===== src/rtl/single_port_ram.sv =====
// Synchronous single-port RAM with write-first registered read data and async active-high reset.
// Define SINGLE_PORT_RAM_MEM_CLEAR_EN to also clear the array while rst is high.
module single_port_ram #(
  parameter int ADDR_WIDTH = 6,
  parameter int DATA_WIDTH = 8
) (
  input  logic                  clk,
  input  logic                  we,
  input  logic [ADDR_WIDTH-1:0] addr,
  input  logic [DATA_WIDTH-1:0] data,
  output logic [DATA_WIDTH-1:0] val,
  // Last in the list so that 5-port positional instances still bind; tie low when unused.
  input  logic                  rst
);

  localparam int DEPTH = 2 ** ADDR_WIDTH;

  logic [DATA_WIDTH-1:0] mem [DEPTH];

`ifdef SINGLE_PORT_RAM_MEM_CLEAR_EN
  always_ff @(posedge clk or posedge rst) begin
    if (rst) begin
      for (int i = 0; i < DEPTH; i++) begin
        mem[i] <= '0;
      end
    end else if (we) begin
      mem[addr] <= data;
    end
  end
`else
  logic wr_en;

  // Writes are blocked while rst is high even though the array itself is never reset.
  assign wr_en = we & ~rst;

  // NOTE: the array has no reset here so synthesis can map it onto block RAM;
  // unwritten words read as X in simulation.
  always_ff @(posedge clk) begin
    if (wr_en) begin
      mem[addr] <= data;
    end
  end
`endif

  // NOTE: non-blocking assignments keep the read of mem[addr] seeing the pre-edge contents.
  always_ff @(posedge clk or posedge rst) begin
    if (rst) begin
      val <= '0;
    end else if (we) begin
      val <= data;
    end else begin
      val <= mem[addr];
    end
  end

endmodule


===== config.mk =====
export PLATFORM = sky130hd
export DESIGN_NAME = single_port_ram
export DESIGN_NICKNAME = d
export VERILOG_FILES = /design/src/rtl/single_port_ram.sv
export SDC_FILE = /design/constraint.sdc
export NUM_CORES = 1
export LEC_CHECK = 0
export ABC_AREA = 1
export CORE_MARGIN = 3
export CORE_UTILIZATION = 47
export DETAILED_ROUTE_END_ITERATION = 10
export DONT_BUFFER_PORTS = 1
export HOLD_SLACK_MARGIN = 0.1
export PLACE_DENSITY = 0.73
export SLEW_MARGIN = 10
export SYNTH_ARGS = -nofsm -noshare
export SYNTH_HDL_FRONTEND = slang
export SYNTH_SLANG_ARGS = --single-unit

===== constraint.sdc =====
create_clock -name clk -period 1.25 [get_ports clk]
set_input_delay 0.125 -clock clk [delete_from_list [all_inputs] [get_ports clk]]
set_output_delay 0.125 -clock clk [all_outputs]
set_load 0.01 [all_outputs]

run_1/flops_by_reg.png
Bar = 50 um.
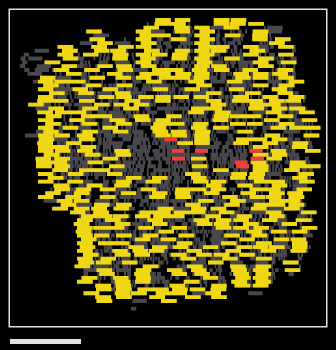
| name in the netlist | colour | flops |
|---|---|---|
| `val` | red | 8 |
| `mem` | yellow | 512 |
power attributed to sequential cells: 19.3 mW
Reg area: 15600 um2

run_1/io_placement.png
Bar = 50 um. Pins as bars across the die edge, other pins in grey.
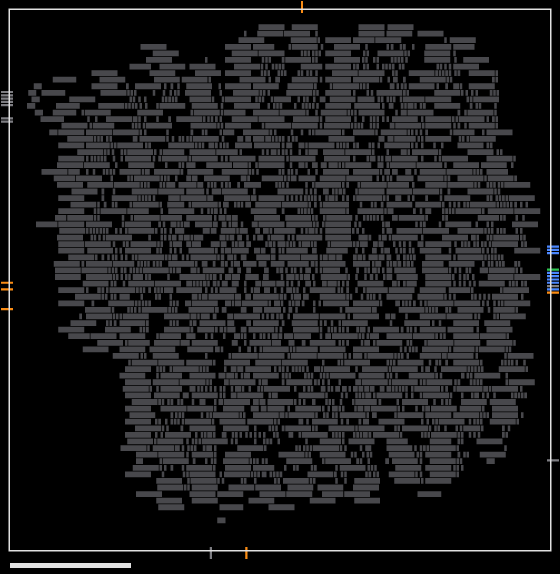
| port | colour | pins | direction | edge |
|---|---|---|---|---|
| `rst` | green | 1 | input | right |
| `val` | blue | 8 | output | right |
| `addr` | orange | 6 | input | 3 left, 1 bottom, 1 top, 1 right |
height of the die: 223 um
buffers added on ports: 0
Chip Width: 223 um

run_1/clocks.png
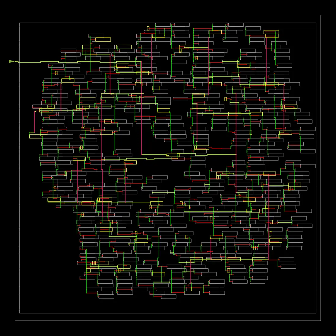
clock sinks: 520
reported clock group power: 15.4 mW

run_1/detail.png
Bar = 20 um. Region (87, 131) to (137, 181) um. Cells in grey, sequential cells in the stronger grey; small squares are vias.
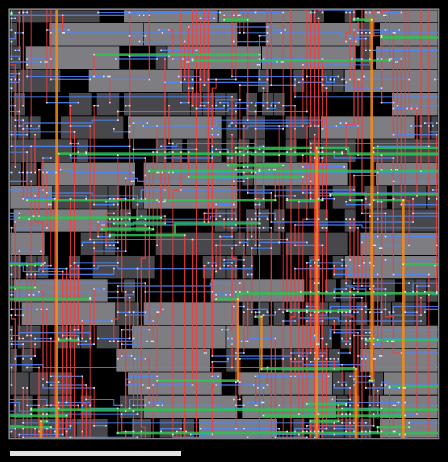
| layer | colour |
|---|---|
| metal 1 | blue |
| metal 4 | orange |
| metal 3 | green |
| metal 2 | red |
most frequent: nand2_1 (102), edfxtp_1 (39), buf_4 (20)
netlist names of flops here include: `mem` (39), `val` (1)
cells with their middle in the window: 196
sequential cells in the window: 40

==> Implementation_results.wiki, run 1 <==
=== Synthesis and place and route ===
{| class="wikitable"
! Metric !! Value
|-
| Combined area of all synthesized cells || 22200 um2
|-
| Number of failing setup endpoints in the final timing report || 8
|-
| Number of hold violations in the final report || 8
|-
| First-pass GRT wire length || 84.2 mm
|-
| Number of distinct library cell variants in the gate-level netlist after synthesis || 24
|-
| Count of multi-input combinational gates || 1528
|-
| Sequential cell area share || 59.5%
|-
| Standby leakage power || 11.0 nW
|-
| Tap Count || 600
|-
| Layout Nets || 2330
|-
| Switching component of the power || 7.88 mW
|-
| Count of inverters other than clock inverters in the layout || 53
|-
| Violations in the final reports || negative hold slack, negative setup slack
|-
| Max-slew violation count || 0
|-
| Part of the total power dissipated in the clock network || 41.6%
|-
| Post-synthesis async set-or-reset flop share || 1.54%
|-
| Worst Setup Start Kind || register
|-
| Flop count || 520
|-
| Met2 demand-to-capacity share in global routing || 33.8%
|-
| Largest net degree at the start of global routing || 269
|-
| Number of clock buffers inserted by TritonCTS || 52
|-
| Share of power burned in registers || 52.2%
|-
| Buffer depth of the longest clock path || 3
|-
| Met3 usage || 4.59%
|-
| Min cycle time layout || 1410 ps
|-
| Highest routing layer actually used || met4
|-
| Non-clock buffer total of the final layout || 158
|-
| Smallest setup slack after layout || -160 ps
|-
| Crit-path max FO || 1
|-
| Status || finished, violations left
|-
| Comb gate area || 6310 um2
|-
| Area overhead of the layout relative to synthesis || 17.9%
|-
| Initial drt markers || 1715
|-
| RD Place Congestion || 0.948
|-
| Count of state elements after synthesis || 520
|-
| Fraction of area in clock buffers and inverters || 6.43%
|-
| Vias in the first global route || 15000
|-
| Count of warnings emitted by yosys || 0
|-
| Global routing usage on met1 || 30.6%
|-
| Init Core Util || 48.3%
|-
| Switching power as a share of total power || 21.3%
|-
| Final design utilization || 56.9%
|-
| Hold WS || -265 ps
|-
| Final standard cell count with taps included and fillers excluded || 2956
|-
| Slew Limit Headroom || 56.5%
|-
| TritonCTS clock tree || built
|-
| Clk_skew || 12.2 ps
|-
| 1st-pass router iterations || 5
|-
| Fraction of final layout cells with drive strength greater than 1 || 14.2%
|-
| Highest attainable clock frequency || 0.709 GHz
|-
| Post-Synthesis Net Count || 2220
|-
| Commonest cells in the netlist || sky130_fd_sc_hd__nand2_1, sky130_fd_sc_hd__edfxtp_1, sky130_fd_sc_hd__nor2_1
|-
| Cell accounting for the most synthesized area || sky130_fd_sc_hd__edfxtp_1
|-
| CP arrival || 1890 ps
|-
| Count of mapped cells out of synthesis || 2203
|-
| Worst slew pin tran || 651 ps
|-
| CTS root buffer || sky130_fd_sc_hd__clkbuf_16
|-
| Clock-pin slew on the worst setup and hold paths || 60 ps
|-
| Detailed-placement wirelength estimate || 32.0 mm
|-
| Post-route DRC || 0
|-
| Wire length on met3 || 5.11 mm
|-
| Total cells reported by yosys after synthesis || 2203
|-
| Total number of vias || 15500
|}
[run 1: worst max-delay path, cell delays in order, from the launching register on]
cell	delay (ps)
sky130_fd_sc_hd__edfxtp_1	360
sky130_fd_sc_hd__nand2_1	80
sky130_fd_sc_hd__nand2_1	70
sky130_fd_sc_hd__nand2_1	50
sky130_fd_sc_hd__nand2_1	80
sky130_fd_sc_hd__nand2_1	80
sky130_fd_sc_hd__nand2_2	100
sky130_fd_sc_hd__nand2_4	120
sky130_fd_sc_hd__nand2_4	60
sky130_fd_sc_hd__nor2_4	140
sky130_fd_sc_hd__nand3_2	80
sky130_fd_sc_hd__nand2_1	50
sky130_fd_sc_hd__inv_1	30
[run 1: placed cells by master (no fill, tap or decap), types with 6 or more instances in the layout]
cell type                       synthesis  layout
sky130_fd_sc_hd__inv_1                 48      40
sky130_fd_sc_hd__clkbuf_16              0      53
sky130_fd_sc_hd__nand2_1             1378    1322
sky130_fd_sc_hd__nor2_1                88      64
sky130_fd_sc_hd__dfrtp_1                8       8
sky130_fd_sc_hd__buf_4                  1     115
sky130_fd_sc_hd__nand2_2                0      53
sky130_fd_sc_hd__clkinv_1               2      10
sky130_fd_sc_hd__buf_12                 0      18
sky130_fd_sc_hd__clkbuf_1              17      16
sky130_fd_sc_hd__or2_2                  9       7
sky130_fd_sc_hd__nor2_2                 1       8
sky130_fd_sc_hd__nor3_4                 1       6
sky130_fd_sc_hd__nor2_4                 0      17
sky130_fd_sc_hd__nand3_1               26      19
sky130_fd_sc_hd__dlygate4sd3_1          0      13
sky130_fd_sc_hd__edfxtp_1             512     512
sky130_fd_sc_hd__clkinv_2               0       8
sky130_fd_sc_hd__buf_16                 0       8
[run 1: stage by stage]
stage               hold WS [ps]  setup TNS, ps
finish                      -265           -815
global route                -259          -1490
CTS                         -284          -5590
detailed placement         -3.59         -89920
global placement           -6.42         -83450
floorplan                  -59.3        -177340
[run 1: worst paths after layout]
check | start | endpoint | slack [ps] | depth (start not counted)
setup / recovery | mem[3][5]$_DFFE_PP_ | val[5]$_DFF_PP0_ | -160 | 12
hold / removal | we | val[5]$_DFF_PP0_ | -270 | 4
setup reg to reg | mem[3][5]$_DFFE_PP_ | val[5]$_DFF_PP0_ | -160 | 12
hold reg to reg | mem[47][6]$_DFFE_PP_ | val[6]$_DFF_PP0_ | 820 | 8
max in group asynchronous | rst | val[4]$_DFF_PP0_ | 300 | 3
min in group asynchronous | rst | val[2]$_DFF_PP0_ | 630 | 3
[run 1: power by group through the flow]
stage / clock network [mW] / logic [mW] / registers (mW)
finish: 15.4 / 2.27 / 19.3
global route: 16.3 / 2.49 / 19.3
CTS: 15.6 / 2.22 / 19.3
detailed placement: 0 / 1.71 / 19.7
global placement: 0 / 1.69 / 19.7
floorplan: 0 / 1.38 / 19.6
[run 1: repair_timing]
item,in CTS,in global routing
resized,47,36
pin swaps,48,41
setup buffers,0,0
endpoints found under the setup margin,8,309
hold endpoints to repair,689,64
[run 1: registers in the layout, indices dropped and copies added, names as in the netlist]
name and flops:
mem 512, val 8
[run 1: cell families after synthesis]
| kind of cell | synth area share (%) |
|---|---|
| compound gates | 0.383 |
| flops | 70.2 |
| buf+inv | 3.29 |
| simple gates | 26.1 |
--- run 2 (diff from run 1) ---
- CORE_MARGIN: 3 -> not set
run_2/clocks.png
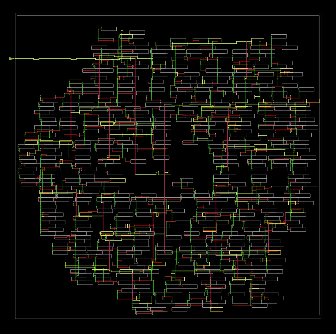
Clk Latency, worst-skew pair: 600 ps
total of clock buffers placed in the layout: 67
flop count: 520
reported clock group power: 15.9 mW
number of clock buffers inserted by TritonCTS: 53

run_2/io_placement.png
Bar = 50 um. Pins as bars across the die edge, other pins in grey.
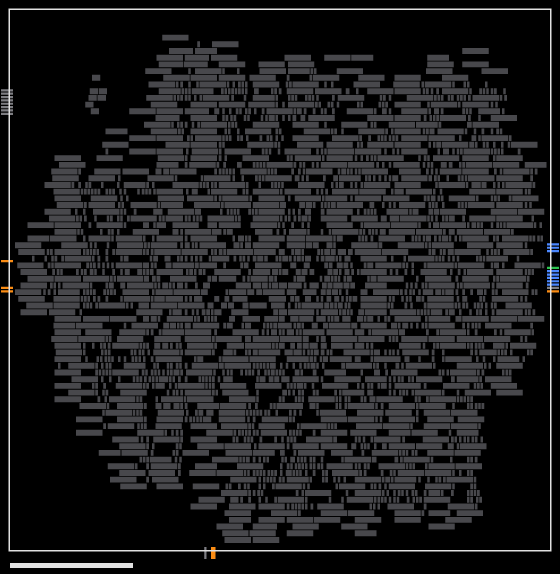
height of the die: 219 um
Chip Width: 219 um

run_2/flops_by_reg.png
Bar = 50 um.
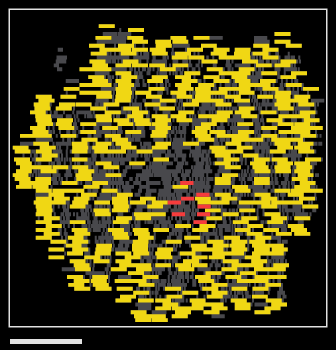
| name in the netlist | colour | flops | where |
|---|---|---|---|
| `val` | red | 8 | middle |
| `mem` | yellow | 512 | spread over the die |

==> run 2 against run 1 <==
- the flow still finishes with violations (negative hold slack, negative setup slack)
- total power rose by 1.3%
- wire length rose by 0.81%
- sequential power barely moved
- final cell count about the same
- synthesized cell count did not move
- fmax up 1.1%
- clock-buffer cell count fell by 7
- design area is essentially flat
- first-iteration DRC count is 9.7% lower
- critical path type unchanged
- largest power group unchanged
==> Implementation_results.wiki, run 2 <==
=== Synthesis and place and route ===
{| class="wikitable"
! Metric !! Value
|-
| Number of failing setup endpoints in the final timing report || 16
|-
| Startpoint of the lowest-slack hold path || we
|-
| Final design utilization || 56.2%
|-
| RD Place Congestion || 0.931
|-
| Commonest cells in the netlist || sky130_fd_sc_hd__nand2_1, sky130_fd_sc_hd__edfxtp_1, sky130_fd_sc_hd__nor2_1
|-
| Buffer depth of the longest clock path || 3
|-
| Clock sinks || 520
|-
| Most frequent logic cells in the routed design || sky130_fd_sc_hd__nand2_1, sky130_fd_sc_hd__edfxtp_1, sky130_fd_sc_hd__buf_4
|-
| Total Negative Setup Slacks || -782 ps
|-
| Worst reg2reg endpoint || val[2]$_DFF_PP0_
|-
| Standby leakage power || 10.9 nW
|-
| First-pass GRT wire length || 84.7 mm
|-
| Hold WS || -273 ps
|-
| R2r worst-path depth || 12
|-
| TritonCTS clock tree || built
|-
| Top register by number of flip-flops || mem
|-
| Worst path max stage delay || 380 ps
|-
| Initial drt markers || 1548
|-
| Switching power as a share of total power || 21.5%
|-
| Buffers added on ports || 0
|-
| Violations in the final reports || negative hold slack, negative setup slack
|-
| Post-Synthesis Net Count || 2220
|-
| Switching component of the power || 8.06 mW
|-
| Status || finished, violations left
|-
| Number of cells traversed by the worst hold path || 4
|-
| Worst slew pin tran || 733 ps
|-
| Init Core Util || 47.7%
|-
| Smallest setup slack after layout || -145 ps
|-
| Count of warnings emitted by yosys || 0
|-
| 1st-pass router iterations || 5
|-
| Most frequent logic cell in the layout || sky130_fd_sc_hd__nand2_1
|-
| Layout Nets || 2316
|-
| Number of distinct library cell variants in the gate-level netlist after synthesis || 24
|-
| Total cells reported by yosys after synthesis || 2203
|-
| Post-synthesis async set-or-reset flop share || 1.54%
|-
| CP max stage cell || sky130_fd_sc_hd__edfxtp_1
|-
| CP arrival || 1890 ps
|-
| Top flop regs || mem (512), val (8)
|-
| Reg area || 15600 um2
|-
| Combined area of all synthesized cells || 22200 um2
|-
| Cell accounting for the most synthesized area || sky130_fd_sc_hd__edfxtp_1
|-
| Ordered list of cells on the worst path || nand2_1, nand2_1, nand2_1, nand2_1, nand2_1, nand2_1, nand2_1, nand2_1, nor2_1, nand3_2, nand2_1, inv_1
|-
| Detailed-placement wirelength estimate || 31.5 mm
|-
| Number of hold violations in the final report || 8
|-
| Fraction of final layout cells with drive strength greater than 1 || 14.5%
|}
==> run 2: cell counts after synthesis <==
Identical to the previous run, type by type.
==> run 2: through the flow <==
stage | hold WS (ps) | total power [mW]
CTS | -275 | 37.5
finish | -273 | 37.4
global route | -272 | 38.5
detailed placement | -14.8 | 21.4
floorplan | -59.3 | 21.0
global placement | -24.4 | 21.3
==> run 2: critical path: cells and delay by family, from the launching register on <==
family	cells	cell delay (ps)
and+or+nand+nor	11	870
DFF	1	380
buffers and inverters	1	40
==> run 2: repair_timing <==
action                     4_1_cts  5_1_grt
gates cloned                     0        0
pin swaps                       32       41
setup endpoints to repair        9      224
buffers inserted                 0        2
hold endpoints to repair       698       28
resized                         43       48
==> run 2: worst max-delay path by stage <==
stage | from | endpoint | slack [ps]
2_1_floorplan | addr[4] | mem[62][0]$_DFFE_PP_ | -460
5_1_grt | mem[11][2]$_DFFE_PP_ | val[2]$_DFF_PP0_ | -210
3_3_place_gp | addr[0] | mem[4][5]$_DFFE_PP_ | -350
6_report | mem[13][2]$_DFFE_PP_ | val[2]$_DFF_PP0_ | -150
4_1_cts | mem[43][2]$_DFFE_PP_ | val[2]$_DFF_PP0_ | -110
3_5_place_dp | addr[1] | mem[27][0]$_DFFE_PP_ | -340
==> run 2: layout make-up <==
class / instances / share of cell area (%)
well taps: 607 / 2.90
repair buffers: 143 / 5.76
inverters: 53 / 0.870
diodes: 5 / 0.0478
multi-input cells: 1528 / 24.2
flip-flops and latches: 520 / 59.5
clock inverters: 31 / 1.16
clock buffers: 67 / 5.55
==> run 2: layer usage <==
metal | global-route usage [%] | up-vias | routed length, um | part of all wire, %
met2 | 37.3 | 659 | 25700 | 47
li1 | - | 7303 | - | -
met4 | 7.45 | 2 | 1610 | 2.9
met1 | 31.5 | 7238 | 22000 | 40
met3 | 5.63 | 122 | 5410 | 9.9
met5 | 0 | - | 10 | 0.018
==> run 2: kinds of logic after synthesis <==
family | share of synthesized area (%)
and+or+nand+nor | 26.1
DFF | 70.2
buffers and inverters | 3.29
AOI/OAI and AO/OA | 0.383
==> run 2: power groups by stage <==
stage / Sequential (mW) / Combinational (mW) / Clock, mW
global placement: 19.7 / 1.64 / 0
global route: 19.3 / 2.47 / 16.7
floorplan: 19.6 / 1.38 / 0
detailed placement: 19.7 / 1.67 / 0
finish: 19.3 / 2.25 / 15.9
CTS: 19.3 / 2.18 / 16.0
--- run 3 (diff from run 2) ---
--- a/constraint.sdc
+++ b/constraint.sdc
@@ -3,2 +3,2 @@
 set_output_delay 0.125 -clock clk [all_outputs]
-set_load 0.01 [all_outputs]
+set_load 0.005 [all_outputs]
run_3/flops_by_reg.png
Bar = 50 um.
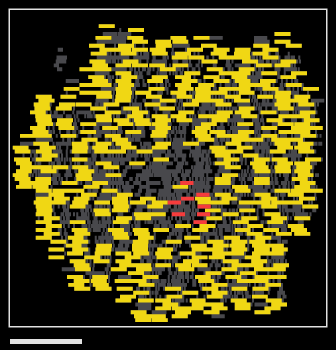
| name in the netlist | colour | flops | where |
|---|---|---|---|
| `val` | red | 8 | middle |
| `mem` | yellow | 512 | spread over the die |

run_3/detail.png
Bar = 20 um. Region (85, 129) to (135, 179) um. Cells in grey, sequential cells in the stronger grey; small squares are vias.
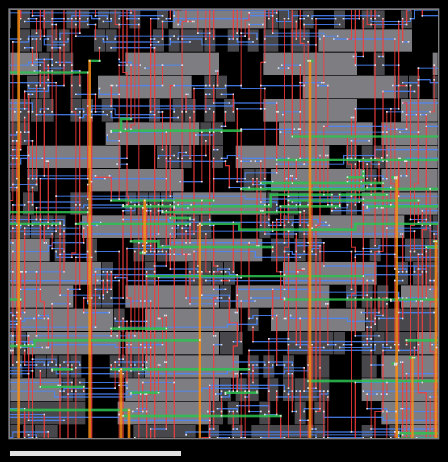

==> run 3 against run 2 <==
- the flow still finishes with violations (negative hold slack, negative setup slack)
- flip-flop count did not move
- die size unchanged
- total power hardly changed
- design area unchanged
- clock skew did not move
- sequential power barely moved
- sequential share of layout area unchanged
- clock power barely moved
- wire length stayed put
- critical path depth did not move
- worst hold slack unchanged
==> Implementation_results.wiki, run 3 <==
=== Synthesis and place and route ===
{| class="wikitable"
! Metric !! Value
|-
| Most frequent logic cells in the routed design || sky130_fd_sc_hd__nand2_1, sky130_fd_sc_hd__edfxtp_1, sky130_fd_sc_hd__buf_4
|-
| Total number of vias || 15300
|-
| CTS root buffer || sky130_fd_sc_hd__clkbuf_16
|-
| RD Place Congestion || 0.931
|-
| Max reg flops || 512
|-
| Largest net degree at the start of global routing || 270
|-
| Status || finished, violations left
|-
| Hold WS || -273 ps
|-
| Total power || 37.4 mW
|-
| Worst slew pin tran || 733 ps
|-
| Wire length on met3 || 5.41 mm
|-
| First-pass GRT wire length || 84.7 mm
|-
| Number of hold violations in the final report || 8
|-
| Clk_skew || 17.6 ps
|-
| Number of failing setup endpoints in the final timing report || 16
|-
| TritonCTS clock tree || built
|-
| 1st-pass router iterations || 5
|-
| Total cells reported by yosys after synthesis || 2203
|-
| Initial drt markers || 1548
|-
| Smallest setup slack after layout || -145 ps
|-
| Most frequent logic cell in the layout || sky130_fd_sc_hd__nand2_1
|-
| R2r worst-path depth || 12
|-
| Init Core Util || 47.7%
|-
| Highest routing layer actually used || met5
|-
| Height of the die || 219 um
|-
| Detailed-placement wirelength estimate || 31.5 mm
|-
| Part of the total power dissipated in the clock network || 42.4%
|-
| Slew Limit Headroom || 51.1%
|-
| Min cycle time layout || 1400 ps
|-
| Vias in the first global route || 14900
|-
| Switching power as a share of total power || 21.5%
|-
| Violations in the final reports || negative hold slack, negative setup slack
|-
| Standby leakage power || 10.9 nW
|-
| Post-Synthesis Net Count || 2220
|-
| Crit-path max FO || 1
|-
| Number of cells traversed by the worst hold path || 4
|-
| Combined area of all synthesized cells || 22200 um2
|-
| Post-route DRC || 0
|-
| Clock sinks || 520
|-
| Share of power burned in registers || 51.6%
|}
run_3/io_placement.png
Bar = 50 um. Pins as bars across the die edge, other pins in grey.
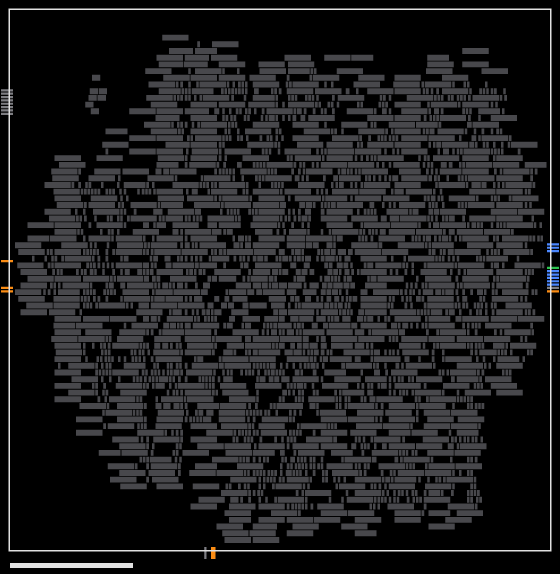
| port | colour | pins | direction | edge |
|---|---|---|---|---|
| `rst` | green | 1 | input | right |
| `val` | blue | 8 | output | right |
| `addr` | orange | 6 | input | 3 left, 2 bottom, 1 right |
all pins by edge: 11 left, 11 right, 3 bottom

run 3: kinds of logic (layout without fill, tap and decap cells):
kind of cell,count (synthesis),after routing,share of synthesized area (%)
buf+inv,155,294,3.29
flops,520,520,70.2
simple gates,1513,1513,26.1
compound gates,15,15,0.383
other cells,0,5,0
run 3: through the flow:
stage | instances | util [%]
6_report | 2954 | 56.2
5_1_grt | 2954 | 56.2
4_1_cts | 2948 | 55.8
3_5_place_dp | 2825 | 51.0
3_3_place_gp | 2825 | 51.0
2_1_floorplan | 2203 | -
run 3: worst paths after layout:
kind                                 startpoint               end  slack [ps]
min reg2reg                mem[44][6]$_DFFE_PP_  val[6]$_DFF_PP0_         790
max                        mem[13][2]$_DFFE_PP_  val[2]$_DFF_PP0_        -150
min                                          we  val[4]$_DFF_PP0_        -270
max reg2reg                mem[13][2]$_DFFE_PP_  val[2]$_DFF_PP0_        -150
max in group asynchronous                   rst  val[4]$_DFF_PP0_         410
min in group asynchronous                   rst  val[6]$_DFF_PP0_         560
run 3: cell type report:
| type | count | area, um2 | area share, % |
|---|---|---|---|
| clock buffer | 67 | 1450 | 5.55 |
| inverter | 53 | 228 | 0.870 |
| multi-input combinational | 1528 | 6330 | 24.2 |
| tap | 607 | 759 | 2.90 |
| sequential | 520 | 15600 | 59.5 |
| timing repair buffer | 143 | 1510 | 5.76 |
| clock inverter | 31 | 303 | 1.16 |
| antenna | 5 | 12.5 | 0.0478 |
run 3: routing by layer:
metal  vias to the layer above  track usage (%)
met5                         -                0
met4                         2             7.45
met2                       659             37.3
met1                      7238             31.5
li1                       7303                -
met3                       122             5.63
run 3: worst max-delay path, stage by stage, from the launching register on:
cell and delay (ps):
sky130_fd_sc_hd__edfxtp_1 380, sky130_fd_sc_hd__nand2_1 80, sky130_fd_sc_hd__nand2_1 80, sky130_fd_sc_hd__nand2_1 60, sky130_fd_sc_hd__nand2_1 50, sky130_fd_sc_hd__nand2_1 50, sky130_fd_sc_hd__nand2_1 90, sky130_fd_sc_hd__nand2_1 80
sky130_fd_sc_hd__nand2_1 80, sky130_fd_sc_hd__nor2_1 140, sky130_fd_sc_hd__nand3_2 90, sky130_fd_sc_hd__nand2_1 70, sky130_fd_sc_hd__inv_1 40
run 3: timing repair:
| item | 4_1_cts | 5_1_grt |
|---|---|---|
| resized | 43 | 48 |
| pin swaps | 32 | 41 |
| hold endpoints to repair | 698 | 28 |
| endpoints found under the setup margin | 8 | 223 |
| cloned | 0 | 0 |
| setup buffers | 0 | 2 |
run 3: power by group through the flow:
stage	sequential (mW)	clock (mW)	combinational, mW
2_1_floorplan	19.6	0	1.38
3_3_place_gp	19.7	0	1.64
3_5_place_dp	19.7	0	1.67
4_1_cts	19.3	16.0	2.18
5_1_grt	19.3	16.7	2.47
6_report	19.3	15.9	2.25
Power figures rest on the tool's default switching activity, not on a simulated workload.
